--- src/rtl/andor_bist.sv ---
// Built-in self-test controller for a 4-input AND-OR cell, y = (a & b) | (c & d).
// It drives all 16 input vectors, holds each one for DWELL cycles, samples the
// cell response on the last dwell cycle and accumulates a saturating error count
// along with the first failing vector.
//
// state | meaning
// ------+-----------------------------------------------------------
// IDLE  | after reset, waiting for start; outputs at reset values
// RUN   | walking vectors 0..15, busy=1, sampling y_in every DWELL
// DONE  | run finished; results held until the next start or reset
module andor_bist #(
  parameter int DWELL = 20,
  parameter int ERR_W = 5
) (
  input  logic             clk,
  input  logic             rst_n,
  input  logic             start,
  output logic [3:0]       vec_out,
  input  logic             y_in,
  output logic             busy,
  output logic             done,
  output logic             pass,
  output logic [ERR_W-1:0] err_count,
  output logic [3:0]       first_fail_vec,
  output logic             first_fail_valid
);

  // A one-cycle dwell still needs a 1-bit counter that simply stays at zero.
  localparam int DW_W = (DWELL > 1) ? $clog2(DWELL) : 1;
  localparam logic [DW_W-1:0]  DWELL_LAST = DW_W'(DWELL - 1);
  localparam logic [ERR_W-1:0] ERR_MAX    = '1;

  typedef enum logic [1:0] {
    IDLE = 2'd0,
    RUN  = 2'd1,
    DONE = 2'd2
  } state_t;

  state_t          state, state_nxt;
  logic [DW_W-1:0] dwell_cnt, dwell_nxt;
  logic [3:0]      vec_nxt;
  logic            busy_nxt, done_nxt, pass_nxt;
  logic [ERR_W-1:0] err_nxt, err_upd;
  logic [3:0]      ffv_nxt;
  logic            ffvalid_nxt;
  logic            exp_y, sample, mismatch;

  // Register every piece of state; reset wins over any other event.
  always_ff @(posedge clk) begin
    if (!rst_n) begin
      state            <= IDLE;
      dwell_cnt        <= '0;
      vec_out          <= 4'd0;
      busy             <= 1'b0;
      done             <= 1'b0;
      pass             <= 1'b0;
      err_count        <= '0;
      first_fail_vec   <= 4'd0;
      first_fail_valid <= 1'b0;
    end else begin
      state            <= state_nxt;
      dwell_cnt        <= dwell_nxt;
      vec_out          <= vec_nxt;
      busy             <= busy_nxt;
      done             <= done_nxt;
      pass             <= pass_nxt;
      err_count        <= err_nxt;
      first_fail_vec   <= ffv_nxt;
      first_fail_valid <= ffvalid_nxt;
    end
  end

  // Next-state and next-output logic; everything holds unless changed below.
  always_comb begin
    state_nxt   = state;
    dwell_nxt   = dwell_cnt;
    vec_nxt     = vec_out;
    busy_nxt    = busy;
    done_nxt    = done;
    pass_nxt    = pass;
    err_nxt     = err_count;
    ffv_nxt     = first_fail_vec;
    ffvalid_nxt = first_fail_valid;

    exp_y    = (vec_out[3] & vec_out[2]) | (vec_out[1] & vec_out[0]);
    sample   = (dwell_cnt == DWELL_LAST);
    mismatch = sample && (y_in != exp_y);
    // Saturating increment; pass on the final edge must see this edge's error.
    err_upd  = (mismatch && (err_count != ERR_MAX)) ? err_count + 1'b1 : err_count;

    case (state)
      IDLE, DONE: begin
        if (start) begin
          state_nxt   = RUN;
          busy_nxt    = 1'b1;
          vec_nxt     = 4'd0;
          dwell_nxt   = '0;
          err_nxt     = '0;
          ffv_nxt     = 4'd0;
          ffvalid_nxt = 1'b0;
          done_nxt    = 1'b0;
          pass_nxt    = 1'b0;
        end
      end
      RUN: begin
        if (sample) begin
          err_nxt = err_upd;
          if (mismatch && !first_fail_valid) begin
            ffv_nxt     = vec_out;
            ffvalid_nxt = 1'b1;
          end
          if (vec_out == 4'd15) begin
            state_nxt = DONE;
            busy_nxt  = 1'b0;
            done_nxt  = 1'b1;
            vec_nxt   = 4'd0;
            pass_nxt  = (err_upd == '0);
          end else begin
            vec_nxt   = vec_out + 4'd1;
            dwell_nxt = '0;
          end
        end else begin
          dwell_nxt = dwell_cnt + 1'b1;
        end
      end
      default: begin
        state_nxt = IDLE;
      end
    endcase
  end

endmodule

--- config.mk ---
export PLATFORM = sky130hd
export DESIGN_NAME = andor_bist
export DESIGN_NICKNAME = d
export VERILOG_FILES = /design/src/rtl/andor_bist.sv
export SDC_FILE = /design/constraint.sdc
export NUM_CORES = 1
export LEC_CHECK = 0
export CAP_MARGIN = 20
export CORE_ASPECT_RATIO = 1.25
export CORE_MARGIN = 2
export CORE_UTILIZATION = 46
export CTS_CLUSTER_SIZE = 40
export DETAILED_ROUTE_END_ITERATION = 6
export PLACE_DENSITY = 0.74
export SLEW_MARGIN = 20
export SYNTH_ARGS = -nofsm -noshare
export SYNTH_HDL_FRONTEND = slang
export SYNTH_SLANG_ARGS = --single-unit
--- constraint.sdc ---
create_clock -name clk -period 1.9 [get_ports clk]
set_input_delay 0.19 -clock clk [delete_from_list [all_inputs] [get_ports clk]]
set_output_delay 0.19 -clock clk [all_outputs]
set_load 0.01 [all_outputs]
==> results.cfg, run 1 <==
; synthesis and place-and-route metrics
[finish]
fillerInstances = 199
flop_area_um2 = 488.0
final_cell_mix = buf_4 (27), dfxtp_1 (20), clkdlybuf4s50_1 (20), nor2_1 (13), nand2_1 (10)
final_common_cell = buf_4

[setup_path]
crit_arrival_ns = 2.13
cp_max_fo = 4
max_stage_delay_ns = 0.43
r2r_slack_ns = -0.01
crit_start = err_count[0]$_SDFFE_PN0P_
critical-path-top-delay-family = simple AND/OR/NAND/NOR gates
rr_worst_depth = 8
critPathLaunchType = flop
regToRegStartpoint = err_count[0]$_SDFFE_PN0P_
rr_endpoint = err_count[0]$_SDFFE_PN0P_
endpoint = err_count[0]$_SDFFE_PN0P_

[clock_tree]
htree_levels = 1
tritoncts = yes
clk_path_buf_depth = 2
clock_tree.root_cell = clkbuf_4

[outcome]
status = complete, but fails checks
failed_checks = negative setup slack

[yosys]
edf_count = 0
netlist_area_um2 = 1222
synth_top_cell_by_count = dfxtp_1
netlist_top_cells_count = dfxtp_1 (24), nor2_1 (14), nand2_1 (10)
fp_nets = 146

[drt]
antenna_left = 0
drt_iter0_markers = 29
route.detailed.wl_per_inst_um = 13.68
vias = 1203

[pwr]
ir_drop_mv = 0.4241
power.leakage_nw = 0.6742
switching_share = 0.2250
cell_internal_pwr_mw = 0.7064
seq_power_share = 0.563

[final_timing]
setup_viol = 2
period_used_share = 1.007
relSlewSlack = 0.7972
setup_ws_ns = -0.01261

[die]
fp_util = 0.4934
die_width_um = 50.11

[worst_hold_path]
holdPathEnd = done$_SDFFE_PN0P_

[placed_design]
port_buffers = 20

[global_routing]
grt_pass1_vias = 1064
-- run 1: per-layer routing --
| metal | part of all wire | track usage | vias to the layer above |
|---|---|---|---|
| met2 | 0.51 | 0.3628 | 29 |
| met4 | 0.015 | 0.07937 | 0 |
| met3 | 0.036 | 0.03398 | 6 |
| met1 | 0.44 | 0.2541 | 575 |
| met5 | 0 | 0 | - |
| li1 | - | - | 593 |
-- run 1: cells by family after synthesis --
kind of cell | Yosys count | share of synthesized area
simple gates | 62 | 0.2794
compound gates | 31 | 0.1853
flops | 24 | 0.3930
buf+inv | 8 | 0.02661
xor+xnor | 6 | 0.04913
fa+ha+maj | 4 | 0.04094
mux | 3 | 0.02559
-- run 1: through the flow --
| stage | hold slack (ns) | area, um^2 |
|---|---|---|
| floorplan | 0.3438 | 1232 |
| global placement | 0.4579 | 1625 |
| detailed placement | 0.4665 | 1625 |
| CTS | 0.4946 | 1732 |
| global route | 0.5060 | 1754 |
| finish | 0.4837 | 1754 |
-- run 1: what timing repair did --
item / 4_1_cts / 5_1_grt
setup buffers: 2 / 2
endpoints found under the setup margin: 2 / 11
pin swaps: 3 / 5
resized: 7 / 4
-- run 1: flip-flops by register name (all words and copies together) (netlist names) --
signal,count
dwell_cnt,5
err_count,5
first_fail_vec,4
vec_out,4
state,2
busy,1
done,1
first_fail_valid,1
pass,1
-- run 1: power groups by stage --
stage	Clock [mW]	Sequential [mW]	Combinational (mW)
floorplan	0	0.523	0.0374
global placement	0	0.523	0.0754
detailed placement	0	0.523	0.0770
CTS	0.326	0.512	0.0779
global route	0.341	0.514	0.0862
finish	0.320	0.513	0.0782
-- run 1: area by class of cell --
type,instances,share of cell area
clock buffer,4,0.02710
tap,33,0.02354
inverter,3,0.006419
timing repair buffer,47,0.2297
sequential,24,0.2782
multi-input combinational,106,0.4351
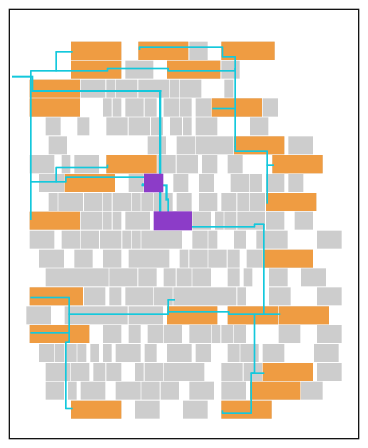
Fig. 1. Clock wires, drivers and flops (run 1).
- orange: flip-flops (count 24)
- purple: clock-net drivers (count 3)
- cyan: clock wires (length 292 um)
- routed clock nets: 4
clk pwr: 0.320 mW
Clock Power Share: 0.351
worst skew pair latency: 0.31 ns
Clock Skew: 0.005277 ns

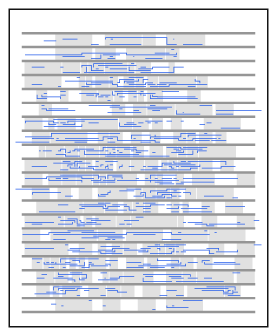
Fig. 2. Metal 1 (run 1).
Supply wires on this layer in gray.
- longest straight run: 14.3 um
- nets with wire on the layer: 178
- share of all routed wire: 44%

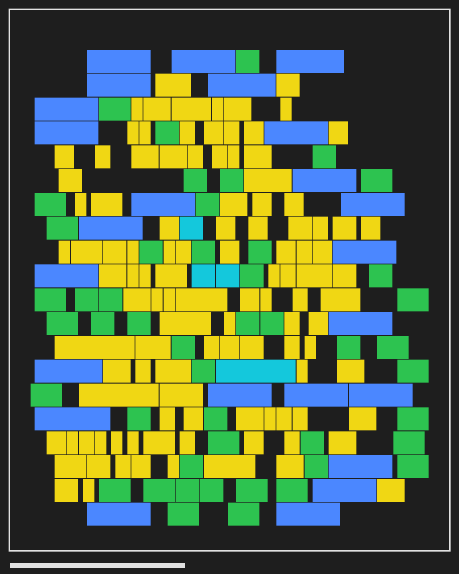
Fig. 3. Cell classes on the final placement (run 1).
The bar under the picture is 20 um long.
- blue: registers (cells 24; share of their area 28%)
- green: remaining buffers and delay cells (cells 47; share of their area 24%)
- yellow: remaining logic cells (cells 109; share of their area 45%)
- cyan: clock drivers and dummy loads (cells 4; share of their area 2.8%)
core area: 2477 um^2
post-layout util: 0.7081

==> run 1 -> run 2 <==
--- a/config.mk
+++ b/config.mk
@@ -5,13 +5,14 @@
 export SDC_FILE = /design/constraint.sdc
 export NUM_CORES = 1
 export LEC_CHECK = 0
-export CAP_MARGIN = 20
+export CAP_MARGIN = 15
 export CORE_ASPECT_RATIO = 1.25
 export CORE_MARGIN = 2
 export CORE_UTILIZATION = 46
+export CTS_CLUSTER_DIAMETER = 50
 export CTS_CLUSTER_SIZE = 40
 export DETAILED_ROUTE_END_ITERATION = 6
-export PLACE_DENSITY = 0.74
+export PLACE_DENSITY = 0.83
 export SLEW_MARGIN = 20
 export SYNTH_ARGS = -nofsm -noshare
 export SYNTH_HDL_FRONTEND = slang
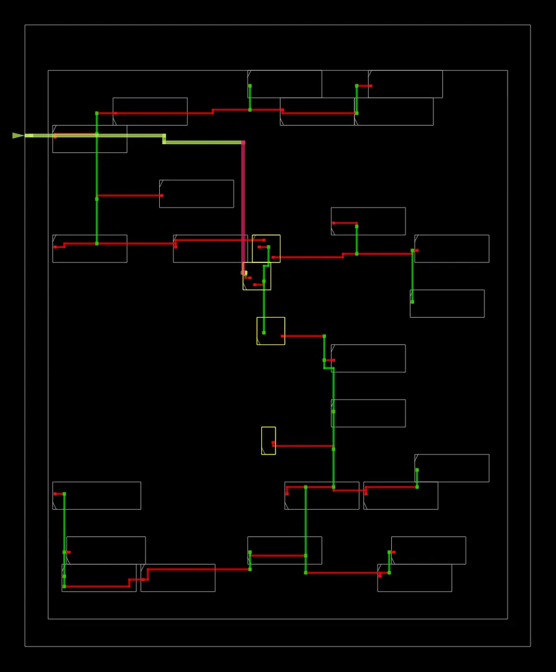
Fig. 4. The clock network (run 2).
clk pwr: 0.227 mW
Layout clock buffers: 4
seq_cells: 24
Clock Sink Count: 24
CTS Buf Count: 3

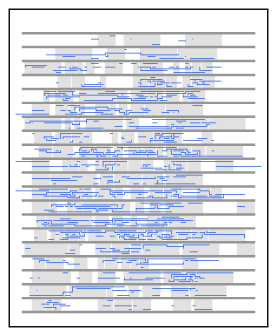
Fig. 5. Metal 1 (run 2).
Supply wires on this layer in gray.
Vias: 1,164
final wirelength: 2.914 mm
met1 GRT Util: 0.2380

==> run 2 against run 1 <==
The run now ends clean; global-route usage up 0.17 points; synthesized cell count unchanged; via count down 3.2%; total power down 10%.
==> results.cfg, run 2 <==
; synthesis and place-and-route metrics
[outcome]
status = complete, no violations

[drt]
route.detailed.wl_per_inst_um = 13.81
highest_layer = met4
drt_iter0_markers = 23
dr_wl_met2_mm = 1.520

[pwr]
ir_drop_mv = 0.4629

[global_routing]
grtUsageMet3 = 0.02427
globalRouteMet2Util = 0.4004
busiest_layer = met2

[yosys]
fp_nets = 146
edf_count = 0
netlist_area_um2 = 1222

[final_timing]
relSlewSlack = 0.7915
skew_ns = 0.007525
timing.hold.ws_ns = 0.4796

[setup_path]
regToRegStartpoint = err_count[0]$_SDFFE_PN0P_
crit_arrival_ns = 2.09
critical-path-top-delay-family = AND-OR/OR-AND gates

[placed_design]
port_buffers = 20

[die]
core_area_um2 = 2477
fp_util = 0.4934

[finish]
utilization = 0.6768
## run 2: final cells by class
type,instances,area share
timing repair buffer,41,0.2134
multi-input combinational,106,0.4493
sequential,24,0.2903
inverter,3,0.006716
clock buffer,4,0.01567
tap,33,0.02463
## run 2: worst max path at each step
stage	startpoint	to	slack (ns)	depth (start not counted)
2_1_floorplan	err_count[0]$_SDFFE_PN0P_	pass$_SDFFE_PN0P_	-0.0005	8
3_3_place_gp	err_count[0]$_SDFFE_PN0P_	pass$_SDFFE_PN0P_	0.01	8
3_5_place_dp	err_count[0]$_SDFFE_PN0P_	pass$_SDFFE_PN0P_	-0.03	8
4_1_cts	err_count[0]$_SDFFE_PN0P_	pass$_SDFFE_PN0P_	-0.008	8
5_1_grt	err_count[0]$_SDFFE_PN0P_	pass$_SDFFE_PN0P_	-0.09	8
6_report	err_count[0]$_SDFFE_PN0P_	pass$_SDFFE_PN0P_	0.02	8
## run 2: through the flow
stage          std cells  cell area [um^2]
2_1_floorplan        138              1232
3_3_place_gp         206              1603
3_5_place_dp         206              1603
4_1_cts              211              1665
5_1_grt              211              1677
6_report             211              1677
## run 2: timing repair
action                                  4_1_cts  5_1_grt
gates cloned                                  0        0
buffers inserted                              1        0
pin swaps                                     4        1
endpoints found under the setup margin        2        5
gates resized                                 5        4
endpoints found under the hold margin         0        0
## run 2: power by group
part           internal, mW  switching, mW
Sequential            0.508        0.00449
Combinational        0.0353         0.0406
Clock                0.0817          0.146
Total                 0.625          0.191
## run 2: cell families after synthesis
family,count (synthesis),share of synthesized area
compound gates,31,0.1853
xor+xnor,6,0.04913
fa+ha+maj,4,0.04094
buf+inv,8,0.02661
flops,24,0.3930
mux,3,0.02559
simple gates,62,0.2794
Power and IR drop assume default switching activity.
